## src/rtl/mem_pkg.sv

```systemverilog
// Shared packet-buffer memory types: block geometry, footer layout and the
// round-robin one-hot picker used by the SRAM port arbiter and egress scheduler.
package mem_pkg;

    localparam int ADDR_W           = 12;
    localparam int BLOCK_BITS       = 64;
    localparam int RD_PORTS_DEFAULT = 4;
    localparam int RD_PORTS_MAX     = 8;
    localparam int PTR_W            = 3;

    // Footer lives in the low bits of each block: next block index, then eop.
    localparam int FTR_NEXT_LSB = 0;
    localparam int FTR_EOP_BIT  = ADDR_W;

    typedef logic [RD_PORTS_MAX-1:0] rd_sel_t;

    // First set bit at or above ptr, wrapping at RD_PORTS_MAX. Requesters
    // narrower than RD_PORTS_MAX leave the top bits zero, so the wrap point is
    // effectively the real requester count.
    function automatic rd_sel_t rr_pick(input rd_sel_t req, input logic [PTR_W-1:0] ptr);
        rd_sel_t          gnt;
        logic [PTR_W-1:0] idx;
        gnt = '0;
        for (int i = RD_PORTS_MAX - 1; i >= 0; i--) begin
            idx = ptr + PTR_W'(i);
            if (req[idx]) begin
                gnt      = '0;
                gnt[idx] = 1'b1;
            end
        end
        return gnt;
    endfunction

endpackage

```

## src/rtl/rr_arbiter.sv

```systemverilog
// Round-robin one-hot picker with its own rotating pointer; combinational grant.
// The pointer moves past the winner only when the caller asserts advance.
module rr_arbiter
    import mem_pkg::*;
#(
    parameter int N = RD_PORTS_DEFAULT
) (
    input  logic         clk,
    input  logic         rst_n,
    input  logic [N-1:0] req,
    input  logic         advance,
    output logic [N-1:0] gnt
);

    localparam int PW = (N > 1) ? $clog2(N) : 1;

    logic [PW-1:0] ptr;
    logic [PW-1:0] ptr_nxt;
    rd_sel_t       pick;

    assign pick = rr_pick(rd_sel_t'(req), PTR_W'(ptr));
    assign gnt  = pick[N-1:0];

    if (N < RD_PORTS_MAX) begin : g_hi
        logic unused_hi;
        assign unused_hi = |pick[RD_PORTS_MAX-1:N];
    end

    always_comb begin
        ptr_nxt = ptr;
        for (int i = 0; i < N; i++) begin
            if (gnt[i]) ptr_nxt = (i == N - 1) ? '0 : PW'(i + 1);
        end
    end

    always_ff @(posedge clk or negedge rst_n) begin
        if (!rst_n)       ptr <= '0;
        else if (advance) ptr <= ptr_nxt;
    end

endmodule

```

## src/rtl/mem_port_arbiter.sv

```systemverilog
// Single-port packet-buffer SRAM arbiter: one writer (priority) vs NUM_RD round-robin readers.
// Grant is combinational; read data returns one cycle after the grant, no return backpressure.
module mem_port_arbiter
    import mem_pkg::*;
#(
    parameter int NUM_RD        = RD_PORTS_DEFAULT,
    parameter int RD_STARVE_MAX = 4
) (
    input  logic                     clk,
    input  logic                     rst_n,
    input  logic                     wr_req_i,
    input  logic [ADDR_W-1:0]        wr_addr_i,
    input  logic [BLOCK_BITS-1:0]    wr_data_i,
    output logic                     wr_gnt_o,
    input  logic [NUM_RD-1:0]        rd_req_i,
    input  logic [NUM_RD*ADDR_W-1:0] rd_addr_i,
    output logic [NUM_RD-1:0]        rd_gnt_o,
    output logic [NUM_RD-1:0]        rd_rvalid_o,
    output logic [BLOCK_BITS-1:0]    rd_rdata_o,
    output logic                     mem_we_o,
    output logic                     mem_re_o,
    output logic [ADDR_W-1:0]        mem_addr_o,
    output logic [BLOCK_BITS-1:0]    mem_wdata_o,
    input  logic [BLOCK_BITS-1:0]    mem_rdata_i
);

    localparam logic [3:0] STARVE_LIM = 4'(RD_STARVE_MAX);

    logic              rd_pending;
    logic              wr_win;
    logic              rd_win;
    logic [3:0]        starve_cnt;
    logic [NUM_RD-1:0] arb_gnt;

    assign rd_pending = |rd_req_i;
    assign wr_win     = wr_req_i && (!rd_pending || (starve_cnt < STARVE_LIM));
    assign rd_win     = rd_pending && !wr_win;

    rr_arbiter #(.N(NUM_RD)) u_rr (
        .clk     (clk),
        .rst_n   (rst_n),
        .req     (rd_req_i),
        .advance (rd_win),
        .gnt     (arb_gnt)
    );

    assign wr_gnt_o    = wr_win;
    assign rd_gnt_o    = rd_win ? arb_gnt : '0;
    assign mem_we_o    = wr_win;
    assign mem_re_o    = |rd_gnt_o;
    assign mem_wdata_o = wr_win ? wr_data_i : '0;
    assign rd_rdata_o  = mem_rdata_i;

    always_comb begin
        mem_addr_o = '0;
        if (wr_win) begin
            mem_addr_o = wr_addr_i;
        end else begin
            for (int r = 0; r < NUM_RD; r++) begin
                if (rd_gnt_o[r]) mem_addr_o = rd_addr_i[r*ADDR_W +: ADDR_W];
            end
        end
    end

    // Counts writes that bypassed waiting readers; reaching the limit forces a read slot.
    always_ff @(posedge clk or negedge rst_n) begin
        if (!rst_n) begin
            starve_cnt <= '0;
        end else if (rd_win || !rd_pending) begin
            starve_cnt <= '0;
        end else if (wr_win && (starve_cnt < STARVE_LIM)) begin
            starve_cnt <= starve_cnt + 4'd1;
        end
    end

    always_ff @(posedge clk or negedge rst_n) begin
        if (!rst_n) rd_rvalid_o <= '0;
        else        rd_rvalid_o <= rd_gnt_o;
    end

endmodule

```

## config.mk

```make
export PLATFORM = sky130hd
export DESIGN_NAME = mem_port_arbiter
export DESIGN_NICKNAME = d
export VERILOG_FILES = /design/src/rtl/mem_pkg.sv /design/src/rtl/rr_arbiter.sv /design/src/rtl/mem_port_arbiter.sv
export SDC_FILE = /design/constraint.sdc
export NUM_CORES = 1
export LEC_CHECK = 0
export ABC_CLOCK_PERIOD_IN_PS = 7900
export CAP_MARGIN = 20
export CELL_PAD_IN_SITES_DETAIL_PLACEMENT = 0
export CELL_PAD_IN_SITES_GLOBAL_PLACEMENT = 2
export CORE_MARGIN = 4
export CORE_UTILIZATION = 11
export CTS_BUF_LIST = sky130_fd_sc_hd__clkbuf_16
export CTS_CLUSTER_DIAMETER = 60
export DETAILED_ROUTE_END_ITERATION = 8
export PLACE_DENSITY = 0.86
export SYNTH_ARGS = -nofsm -noshare
export SYNTH_HDL_FRONTEND = slang
export SYNTH_SLANG_ARGS = --single-unit
```

## constraint.sdc

```tcl
create_clock -name clk -period 7.9 [get_ports clk]
set_input_delay 0.79 -clock clk [delete_from_list [all_inputs] [get_ports clk]]
set_output_delay 0.79 -clock clk [all_outputs]
set_load 0.02 [all_outputs]
```

run_1/met2.png
Drawn at 1.5 px/µm.
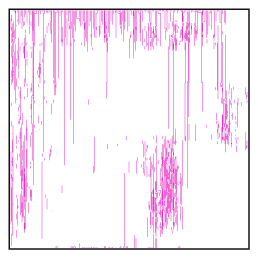
- main direction: vertical
- wire length on this layer: 6,530 µm
via count: 2,858
Routed WL: 13,300 µm

run_1/final_clocks.png
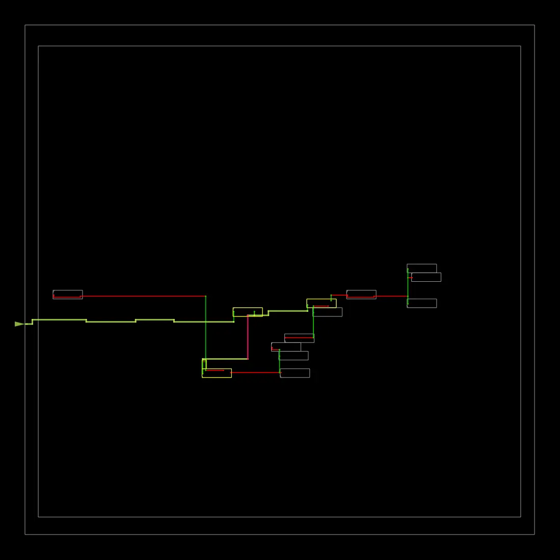
seq_cells: 10
# clk buffers: 3
Clk Latency, worst-skew pair: 0.25 ns
clk pwr: 94.9 µW
CTS Buf Count: 3

run_1/metal_stack.png
Drawn at 2 px/µm.
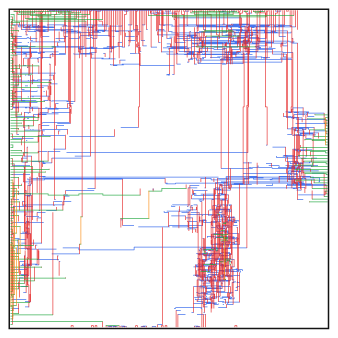
- met4: orange (wire length 275 µm)
- met1: blue (wire length 4,940 µm)
- met2: red (wire length 6,530 µm)
- met3: green (wire length 1,580 µm)
gr usage total: 0.0978
wire per inst: 18.1 µm

==> results.cfg, run 1 <==
; flow metrics
[grt]
grt_pass1_vias = 2929
grt_pass1_wl_um = 19000

[logic_synthesis]
netlist_area_um2 = 2500
synth-edff-count = 0
synth_nets = 519
synth.most_common_cell = and2_1
ys.flop_type = dfrtp_1
synth-xor-area-share = 0.00350
synthAoiAreaFrac = 0.278
syn_avg_cell_area_um2 = 7.95

[sta]
max-slew-margin-rel = 0.344
hold_slack_ns = 0.440
finalHoldViolCount = 0
period_used_share = 0.744
period_minus_slack_ns = 5.88
slew_violations = 0

[clock_network]
clockRootBuffer = clkbuf_16

[place]
port_buffers = 217
dp_cells = 731

[critical_path]
cp_slowest_cell = a31oi_2
cp.depth = 10
cp-end-kind = output pin
path_class = reg2out

[pwr]
p_clk_frac = 0.069
switching_share = 0.522

[run_status]
status = complete, no violations

[floorplan]
die_y_um = 159
initial_core_util = 0.113

[hold_path]
hold_depth = 1

[final_layout]
layout.cells.non_filler = 735
==> run 1: layer usage <==
metal | wire, µm | vias to the layer above | global-route usage
met5 | 0 | - | 0
met1 | 4940 | 1295 | 0.109
met2 | 6530 | 206 | 0.172
met3 | 1580 | 28 | 0.0467
met4 | 274 | 0 | 0.0193
li1 | - | 1329 | -
==> run 1: per-stage QoR <==
stage          total power [mW]   util  setup slack (ns)
6_report                   1.37  0.205              2.02
5_1_grt                    1.46  0.205              1.71
4_1_cts                    1.38  0.205              2.05
3_5_place_dp               1.28  0.202              2.33
3_3_place_gp               1.28  0.201              2.04
2_1_floorplan             0.892      -              3.67
==> run 1: power groups by stage <==
| stage | combinational, mW | clock [mW] | sequential, mW |
|---|---|---|---|
| after floorplan | 0.809 | 0 | 0.0837 |
| after global placement | 1.18 | 0 | 0.0940 |
| after detailed placement | 1.19 | 0 | 0.0933 |
| after CTS | 1.19 | 0.0995 | 0.0926 |
| after global routing | 1.26 | 0.101 | 0.0957 |
| final | 1.18 | 0.0949 | 0.0930 |
==> run 1: registers in the layout, indices dropped and copies added (netlist names) <==
signal,count
starve_cnt,4
u_rr.ptr,2
rd_rvalid_o,4
==> run 1: final timing paths <==
check	end	slack (ns)	from
min in group asynchronous	rd_rvalid_o[3]$_DFF_PN0_	0.90	rst_n
setup / recovery	mem_addr_o[2]	2.02	u_rr.ptr[0]$_DFFE_PN0P_
setup reg to reg	u_rr.ptr[1]$_DFFE_PN0P_	3.76	u_rr.ptr[0]$_DFFE_PN0P_
max in group asynchronous	starve_cnt[3]$_DFFE_PN0P_	6.63	rst_n
hold reg to reg	starve_cnt[0]$_DFFE_PN0P_	0.44	starve_cnt[0]$_DFFE_PN0P_
hold / removal	starve_cnt[0]$_DFFE_PN0P_	0.44	starve_cnt[0]$_DFFE_PN0P_
==> run 1: area by class of cell <==
class                           count  share of cell area
Clock buffer                        3              0.0165
Clock inverter                      1            0.000827
Inverter                           20              0.0165
Multi-Input combinational cell    201               0.350
Sequential cell                    10              0.0551
Tap cell                          280              0.0772
Timing Repair Buffer              220               0.484
==> run 1: worst reg2reg max path, cell delays in order, from the launching register on <==
cell and delay [ns]:
dfrtp_1 0.77, inv_1 0.31, ha_1 0.53, mux2i_1 0.48
o22ai_1 0.14, a211oi_1 0.37, o211ai_1 0.17, a31oi_2 0.81
nor3_2 0.15, a32o_1 0.30
==> run 1: cell families (layout without fill, tap and decap cells) <==
family                     after synthesis  count (layout)
AOI/OAI and AO/OA                       72              72
xor gates and xnor gates                 1               1
adders and majority gates                9               9
buffers and inverters                  104             244
DFF                                     10              10
muxes                                   10              10
other                                    1               1
and+or+nand+nor                        108             108
==> run 1: layout by cell type, fill, tap and decap left out, drive strengths merged, types with 6 or more instances in the layout <==
cell type and instances:
a221oi 12, a32oi 12, and2 67, clkdlybuf4s50 217, dfrtp 10, ha 9
inv 20, mux2i 6, nand2 11, nor2 9, o22ai 14
==> run 1 -> run 2 <==
--- a/config.mk
+++ b/config.mk
@@ -5,7 +5,7 @@
 export SDC_FILE = /design/constraint.sdc
 export NUM_CORES = 1
 export LEC_CHECK = 0
-export ABC_CLOCK_PERIOD_IN_PS = 7900
+export ABC_CLOCK_PERIOD_IN_PS = 6100
 export CAP_MARGIN = 20
 export CELL_PAD_IN_SITES_DETAIL_PLACEMENT = 0
 export CELL_PAD_IN_SITES_GLOBAL_PLACEMENT = 2
==> constraint.sdc (replaced) <==
create_clock -name clk -period 6.1 [get_ports clk]
set_input_delay 0.61 -clock clk [delete_from_list [all_inputs] [get_ports clk]]
set_output_delay 0.61 -clock clk [all_outputs]
set_load 0.02 [all_outputs]
run_2/pdn.png
Drawn at 2 px/µm. Pins as bars on the die edge. Tap cells in grey.
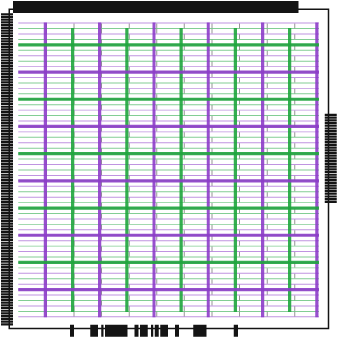
- VSS: purple
- VDD: green
- signal pins: 346
- met5 straps: 10
- tap cells: 280
- rows: 54
core footprint: 22,100 µm²
worst vdd ir: 0.000157 V

run_2/final_clocks.png
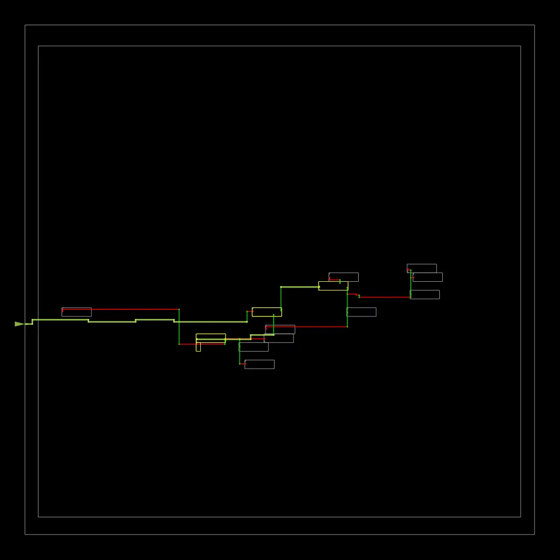
maximum clock skew at final layout: 0.00144 ns
Sink Count: 10
Clk Latency, worst-skew pair: 0.24 ns
clk pwr: 123 µW

run_2/met3.png
Drawn at 1.5 px/µm.
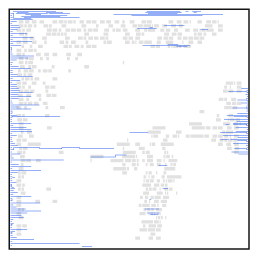
- longest straight run: 72.7 µm
- nets with wire on the layer: 166
- main direction: horizontal
- share of all routed wire: 12%
Routed WL: 13,400 µm
via count: 2,840
met3 usage: 0.0492

==> run 2 against run 1 <==
  * Wire length increased by 0.23%
  * Setup slack got worse by 1.1 ns
  * Global-route usage increased by 0.065 points
  * Register-to-register slack got worse by 1.5 ns
  * Critical path depth unchanged
  * Clock power increased by about 30%
  * Via count decreased by 0.63%
  * Largest cell class unchanged
  * Synthesized cell count unchanged
  * Die size unchanged
  * Power increased by 30%
  * Clock skew decreased by 0.0057 ns
  * Highest routed layer unchanged
  * Non-clock buffer count increased by 2
==> results.cfg, run 2 <==
; flow metrics
[run_status]
status = complete, no violations

[critical_path]
ff2ff_setup_slack_ns = 2.30
cp-end-kind = output pin
worstSetupStartpoint = u_rr.ptr[1]$_DFFE_PN0P_
reg2reg_from = u_rr.ptr[1]$_DFFE_PN0P_
cp_slowest_cell = dfrtp_1
cpPeakStageDelay_ns = 0.62
path_class = reg2out
rr_endpoint = u_rr.ptr[0]$_DFFE_PN0P_
cp_cell_sequence = inv_1 > ha_1 > mux2i_1 > o22ai_1 > a211oi_1 > a2111oi_4 > a31oi_4 > and3_4 > a221oi_1 > clkdlybuf4s50_1

[clock_network]
cts_tree = yes
numCtsBuffers = 3
clockRootBuffer = clkbuf_16

[pwr]
power_mw = 1.78

[logic_synthesis]
async_reset_ff_frac = 1.00
ys.flop_type = dfrtp_1
synth_nets = 519
synth_cell_types = 56
top_area_frac = 0.195
synth-xor-area-share = 0.00350
synth.most_common_cell = and2_1
syn_avg_cell_area_um2 = 7.95
synthAoiAreaFrac = 0.278
netlist_area_um2 = 2500
synth-edff-count = 0

[sta]
period_minus_slack_ns = 5.17
max-slew-margin-rel = 0.354
fin_ws_ns = 0.932
finalHoldViolCount = 0
slew_violations = 0
period_used_share = 0.847

[floorplan]
initial_core_util = 0.113
row_count = 54

[final_layout]
syn_to_final_growth_pct = 81.9
fillers = 2422
lay_top_count = clkdlybuf4s50_1
final_cell_mix = clkdlybuf4s50_1, and2_1, inv_1
reg.largest.list = rd_rvalid_o: 4 flops, starve_cnt: 4 flops, u_rr.ptr: 2 flops

[grt]
grt_max_degree = 40
grt_pass1_vias = 2883
antenna_found_initial = 1
gr-usage-all-layers = 0.0984
grt_pass1_wl_um = 19200

[hold_path]
hold_depth = 1
holdPathEnd = starve_cnt[0]$_DFFE_PN0P_

[place]
place_ws_ns = 1.09
port_buffers = 217

[route]
routedWlPerCell_um = 18.1
run 2: cell counts after synthesis:
No cell type changed its count.
run 2: metrics by stage:
step / cell area (µm²) / util / hold WS [ns] / std cells
after global placement: 4470 / 0.202 / 0.443 / 733
after detailed placement: 4470 / 0.202 / 0.439 / 733
after floorplan: 2500 / - / 0.314 / 315
after global routing: 4550 / 0.206 / 0.454 / 738
final: 4550 / 0.206 / 0.441 / 738
after CTS: 4550 / 0.206 / 0.445 / 737
run 2: kinds of logic (layout without fill, tap and decap cells):
| logic type | count (synthesis) | count (layout) |
|---|---|---|
| AND/OR/NAND/NOR | 108 | 108 |
| buffers and inverters | 104 | 246 |
| AND-OR/OR-AND | 72 | 72 |
| multiplexers | 10 | 10 |
| flip-flops | 10 | 10 |
| adder cells (fa/ha/maj) | 9 | 9 |
| other | 1 | 2 |
| XOR/XNOR | 1 | 1 |
run 2: how the worst max path moves through the flow:
stage                          end  slack (ns)  cells after the start
floorplan           mem_addr_o[11]        2.05                     13
global placement    mem_addr_o[11]        1.14                     10
detailed placement  mem_addr_o[11]        1.09                      9
CTS                 mem_addr_o[11]        0.93                     10
global route        mem_addr_o[11]        0.64                     10
finish              mem_addr_o[11]        0.93                     10
run 2: where the power goes:
part	internal, mW	switching, mW	total [mW]	leakage (nW)
sequential	0.0854	0.0158	0.101	0.129
clock	0.0866	0.0368	0.123	0.0385
combinational	0.684	0.876	1.56	1.54
run 2: worst reg2reg max path, cell delays in order (launching register included):
cell       delay, ns
dfrtp_1         0.62
inv_1           0.22
ha_1            0.51
mux2i_1         0.45
o22ai_1         0.25
a211o_1         0.31
o2111ai_1       0.26
nand2_1         0.45
nor3_2          0.44
mux2i_1         0.22
run 2: layer usage:
metal	track usage	up-vias	wire length (µm)
met5	0	-	0
met2	0.174	194	6620
met3	0.0492	22	1550
met1	0.106	1293	4970
li1	-	1331	-
met4	0.0225	0	225
run 2: final cells by class:
cell class                 instances  area, µm²  share of cell area
antenna                            1       2.50            0.000550
clock buffer                       3       75.1              0.0165
clock inverter                     1       3.75            0.000824
inverter                          20       75.1              0.0165
multi-input combinational        201       1590               0.348
sequential                        10        250              0.0550
tap                              280        350              0.0769
timing repair buffer             222       2210               0.485
Power figures rest on the tool's default switching activity, not on a simulated workload.
